Fig. 1: routed clock nets over the placement
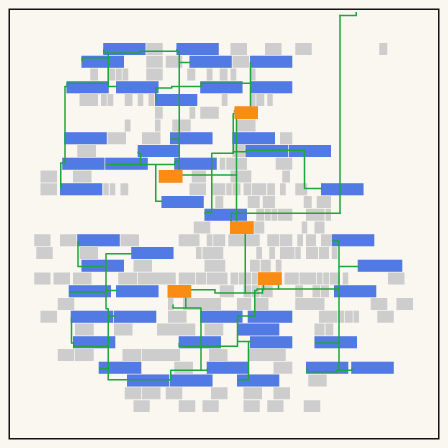
Fig. 2: congestion heat map
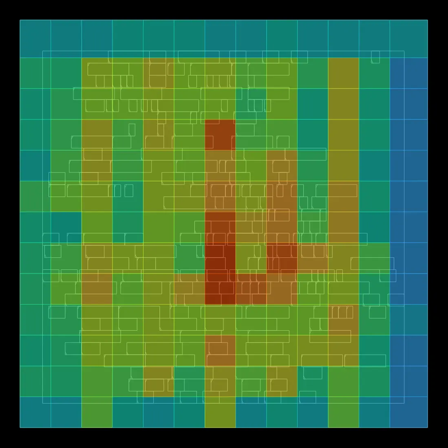
**config.mk**
```make
export PLATFORM = sky130hd
export DESIGN_NAME = spi_ram_master
export DESIGN_NICKNAME = d
export VERILOG_FILES = /design/src/rtl/spi_ram_master.sv
export SDC_FILE = /design/constraint.sdc
export NUM_CORES = 1
export LEC_CHECK = 0
export CORE_MARGIN = 5
export CORE_UTILIZATION = 35
export DETAILED_ROUTE_END_ITERATION = 6
export HOLD_SLACK_MARGIN = 0.02
export SYNTH_ARGS = -nofsm -noshare
export SYNTH_HDL_FRONTEND = slang
export SYNTH_SLANG_ARGS = --single-unit
```
**constraint.sdc**
```tcl
create_clock -name clk -period 6 [get_ports clk]
set_clock_uncertainty 0.05 [all_clocks]
set_input_delay 0.9 -clock clk [delete_from_list [all_inputs] [get_ports clk]]
set_output_delay 0.9 -clock clk [all_outputs]
set_load 0.05 [all_outputs]
```
**src/rtl/spi_ram_master.sv**
```systemverilog
// spi_ram_master: host-side SPI master that turns one byte read/write request into SPI_Wrapper command frames.
// Optional address cache (skip repeated address frames) is built when SPI_ADDR_CACHE_EN is defined.
module spi_ram_master #(
  parameter int TAIL    = 3,
  parameter int GAP     = 1,
  parameter int RD_WAIT = 2
) (
  input  logic       clk,
  input  logic       rst_n,
  input  logic       req_valid,
  output logic       req_ready,
  input  logic       req_op,
  input  logic [7:0] req_addr,
  input  logic [7:0] req_wdata,
  output logic       rsp_valid,
  output logic [7:0] rsp_rdata,
  output logic       busy,
  output logic       MOSI,
  output logic       SS_n,
  input  logic       MISO
);
  typedef enum logic [2:0] {
    S_IDLE, S_SEL, S_SHIFT, S_TAIL, S_RWAIT, S_RECV, S_DESEL, S_DONE
  } state_t;

  localparam logic [3:0] TAIL_LAST  = 4'(TAIL - 1);
  localparam logic [3:0] GAP_LAST   = 4'(GAP - 1);
  localparam logic [3:0] RWAIT_LAST = 4'(RD_WAIT - 1);

  state_t     r_state;
  state_t     w_state_next;
  logic [3:0] r_cnt;
  logic [3:0] w_cnt_next;
  logic       r_second;
  logic       w_second_next;
  logic       w_accept;
  logic       w_hit;
  logic       r_op;
  logic [7:0] r_addr;
  logic [7:0] r_wdata;
  logic [9:0] w_frame;
  logic [3:0] w_bit_idx;
  logic       w_rd_data_frame;
  logic       r_ss_n;
  logic       r_mosi;
  logic       r_req_ready;
  logic       r_busy;
  logic       r_rsp_valid;
  logic [7:0] r_rsp_rdata;
  logic [7:0] r_rx;
  logic       r_recv_act;

  // First frame carries the address, second carries write data or the read-data command.
  assign w_frame         = r_second ? {r_op, 1'b1, (r_op ? 8'h00 : r_wdata)}
                                    : {r_op, 1'b0, r_addr};
  assign w_bit_idx       = 4'd9 - r_cnt;
  assign w_rd_data_frame = r_second && r_op;

`ifdef SPI_ADDR_CACHE_EN
  logic [7:0] r_wr_addr_q;
  logic [7:0] r_rd_addr_q;
  logic       r_wr_vld;
  logic       r_rd_vld;

  assign w_hit = req_op ? (r_rd_vld && (r_rd_addr_q == req_addr))
                        : (r_wr_vld && (r_wr_addr_q == req_addr));

  always_ff @(posedge clk or negedge rst_n) begin
    if (!rst_n) begin
      r_wr_addr_q <= 8'h00;
      r_rd_addr_q <= 8'h00;
      r_wr_vld    <= 1'b0;
      r_rd_vld    <= 1'b0;
    end else if (r_state == S_SEL && !r_second) begin
      if (r_op) begin
        r_rd_addr_q <= r_addr;
        r_rd_vld    <= 1'b1;
      end else begin
        r_wr_addr_q <= r_addr;
        r_wr_vld    <= 1'b1;
      end
    end
  end
`else
  assign w_hit = 1'b0;
`endif

  always_ff @(posedge clk or negedge rst_n) begin
    if (!rst_n) begin
      r_state  <= S_IDLE;
      r_cnt    <= 4'd0;
      r_second <= 1'b0;
    end else begin
      r_state  <= w_state_next;
      r_cnt    <= w_cnt_next;
      r_second <= w_second_next;
    end
  end

  always_comb begin
    w_state_next  = r_state;
    w_cnt_next    = r_cnt;
    w_second_next = r_second;
    w_accept      = 1'b0;
    case (r_state)
      S_IDLE: begin
        if (req_valid && r_req_ready) begin
          w_accept      = 1'b1;
          w_state_next  = S_SEL;
          w_cnt_next    = 4'd0;
          w_second_next = w_hit;
        end
      end
      S_SEL: begin
        w_state_next = S_SHIFT;
        w_cnt_next   = 4'd0;
      end
      S_SHIFT: begin
        if (r_cnt == 4'd9) begin
          w_cnt_next = 4'd0;
          if (w_rd_data_frame)
            w_state_next = (RD_WAIT == 0) ? S_RECV : S_RWAIT;
          else
            w_state_next = S_TAIL;
        end else begin
          w_cnt_next = r_cnt + 4'd1;
        end
      end
      S_TAIL: begin
        if (r_cnt == TAIL_LAST) begin
          w_cnt_next   = 4'd0;
          w_state_next = S_DESEL;
        end else begin
          w_cnt_next = r_cnt + 4'd1;
        end
      end
      S_RWAIT: begin
        if (r_cnt == RWAIT_LAST) begin
          w_cnt_next   = 4'd0;
          w_state_next = S_RECV;
        end else begin
          w_cnt_next = r_cnt + 4'd1;
        end
      end
      S_RECV: begin
        if (r_cnt == 4'd7) begin
          w_cnt_next   = 4'd0;
          w_state_next = S_DESEL;
        end else begin
          w_cnt_next = r_cnt + 4'd1;
        end
      end
      S_DESEL: begin
        if (r_cnt == GAP_LAST) begin
          w_cnt_next = 4'd0;
          if (!r_second) begin
            w_second_next = 1'b1;
            w_state_next  = S_SEL;
          end else begin
            w_state_next = S_DONE;
          end
        end else begin
          w_cnt_next = r_cnt + 4'd1;
        end
      end
      S_DONE:  w_state_next = S_IDLE;
      default: w_state_next = S_IDLE;
    endcase
  end

  // Pins are registered decodes of the state, so the wire view trails the FSM by one cycle;
  // MISO is sampled in that same delayed window.
  always_ff @(posedge clk or negedge rst_n) begin
    if (!rst_n) begin
      r_op        <= 1'b0;
      r_addr      <= 8'h00;
      r_wdata     <= 8'h00;
      r_ss_n      <= 1'b1;
      r_mosi      <= 1'b0;
      r_req_ready <= 1'b1;
      r_busy      <= 1'b0;
      r_rsp_valid <= 1'b0;
      r_rsp_rdata <= 8'h00;
      r_rx        <= 8'h00;
      r_recv_act  <= 1'b0;
    end else begin
      if (w_accept) begin
        r_op    <= req_op;
        r_addr  <= req_addr;
        r_wdata <= req_wdata;
      end
      r_ss_n      <= !(r_state inside {S_SEL, S_SHIFT, S_TAIL, S_RWAIT, S_RECV});
      r_mosi      <= (r_state == S_SEL)   ? w_frame[9] :
                     (r_state == S_SHIFT) ? w_frame[w_bit_idx] : 1'b0;
      r_recv_act  <= (r_state == S_RECV);
      if (r_recv_act)
        r_rx <= {r_rx[6:0], MISO};
      r_rsp_valid <= (r_state == S_DONE);
      if (r_state == S_DONE)
        r_rsp_rdata <= r_op ? r_rx : 8'h00;
      r_req_ready <= (w_state_next == S_IDLE);
      r_busy      <= (w_state_next != S_IDLE) || (r_state == S_DONE);
    end
  end

  assign req_ready = r_req_ready;
  assign busy      = r_busy;
  assign rsp_valid = r_rsp_valid;
  assign rsp_rdata = r_rsp_rdata;
  assign MOSI      = r_mosi;
  assign SS_n      = r_ss_n;
endmodule

```
==> out/metrics.yaml <==
syn_area_mm2: 0.00231
coreArea_mm2: 0.00639
lay_top_cells: "dfrtp_1 (45), clkdlybuf4s50_1 (32), mux2_2 (25)"
clk-power_w: 0.000187
critPathRequiredTime_ns: 5.05
fillers: 630
synth_top_area_share: 0.487
busiest_layer: "met2"
critPathMaxFanout: 3
floorplan.nets: 221
combPwrFrac: 0.380
ant_nets: 0
topCellsByArea: "dfrtp_1 (49%), mux2_2 (12%), mux4_2 (4.9%)"
drive_above_1_share: 0.211
critPathLaunch: "req_ready"
inverters: 7
regToRegStartpoint: "r_cnt[1]"
floorplan.core_util: 0.362
crit_slowest_cell: "clkdlybuf4s50_1"
rsz0062_at_grt: "no"
grt_pass1_wl_um: 7480
setup_ws_ns: 3.40
layout.nonclk_buf_frac: 0.119
routedWlPerCell_um: 14.4
top_area_cell: "dfrtp_1"
mostFrequentLayoutCell: "dfrtp_1"
edf_count: 0
fin_cells: 300
routed_via_density: 5.09
synthFlopType: "dfrtp_1"
setup.worst_path.end_class: "primary output"
slowest_delay_ns: 0.80
yosysMostFrequentCell: "dfrtp_1"
pg_seq_w: 0.000530
synthCells: 194
comb_share: 0.376
io_pins: 34
path_clk_slew_ns: 0.09
simple_gate_share: 0.129
ys_seq_share: 0.510
tapCellCount: 77
topCombFamilyByArea: "multiplexers"
regArea_mm2: 0.00118
dr.pass1.iters: 4
grt_pass1_vias: 1545
async_flop_share: 1.00
power.switching_w: 0.000417
max_freq_mhz: 385
post-route-cell-area_mm2: 0.00274
cts_hold_buf: 0
place_hpwl_um: 3050
hold_path_class: "flop to flop"
r2r_end: "r_cnt[1]"
post_cts_resize_count: 0
logic_gates: 128
ys_ff: 47
rrSetupSlack_ns: 3.77
period_used_share: 0.433
nets: 249
wl_met1_um: 2100
largestClassByArea: "flip-flops and latches"
worst_r2r_path_depth: 7
clk_latency_ns: 0.30
htree_levels: 2
top_layer: "met4"
antenna_found_initial: 0
met2_length_um: 1940
hold_end: "rsp_rdata[6]"
cts_made_buffers: 5
peakVddDrop_v: 0.000217
fin_tns_setup_ns: 0
power_leakage_nw: 1.15
critPathKind: "flop to primary output"
warnings: 30
global_route.usage.met1: 0.152
syn_avg_cell_area_um2: 11.9
place_inst: 292
xor_share: 0.00758
n_clock_buffer: 6
ys_top_cells_by_count: "dfrtp_1 (45), mux2_2 (25), nand2_1 (23)"
dr_wl_met3_um: 185
drv_slew: 0
drtIter0Drc: 78
p_int_w: 0.000740
overflow: 0
setup.worst_path.end: "req_ready"
outcome: "finished clean"
min_period_ns: 2.60
portBuffers: 33
seq_share: 0.430
synthDistinctLibCells: 44
finalHoldViolCount: 0
arrival_ns: 1.65
pwr-share-seq: 0.458
whs_ns: 0.436
path_cells: "clkdlybuf4s50_1"
grt_max_degree: 48
fin_total_pwr_w: 0.00116
cts_tree: "built"
swShare: 0.361
routed_wl_um: 4310
dieArea_mm2: 0.00833
aoi_share: 0.101
yosys_warnings: 0
use_met3: 0.0264
finalSetupViolCount: 0
die_y_um: 91.3
worstMarginPinSlew_ns: 1.03
combGateArea_mm2: 0.00103
min_path_cells: 2
startpoint_type: "flop"
die_w_um: 91.3
dpl_cell_area_mm2: 0.00266
dp_slack_ns: 3.50
route.detailed.drc: 0
power_density_mw_per_mm2: 422
rows: 29
maxCapViolations: 0
cts-root-buf: "clkbuf_8"
area_growth_pct: 18.6
cp_top_family: "buffers and inverters"
postCtsSetupRepairBufs: 0
mux_area_frac: 0.175
place_congestion: 0.817
path_buffers: 1
## Picture notes: Fig. 1
Key: orange = clock-net drivers [count 5]; blue = flip-flops [count 47]; green = clock wires [length 605 um]
There are 6 routed clock nets.

## Picture notes: Fig. 2
met2 Usage GRT: 0.165
final core occ: 0.429
GR Util All Layers: 0.110

No activity file was given, so power comes from the tool's default toggle rates.
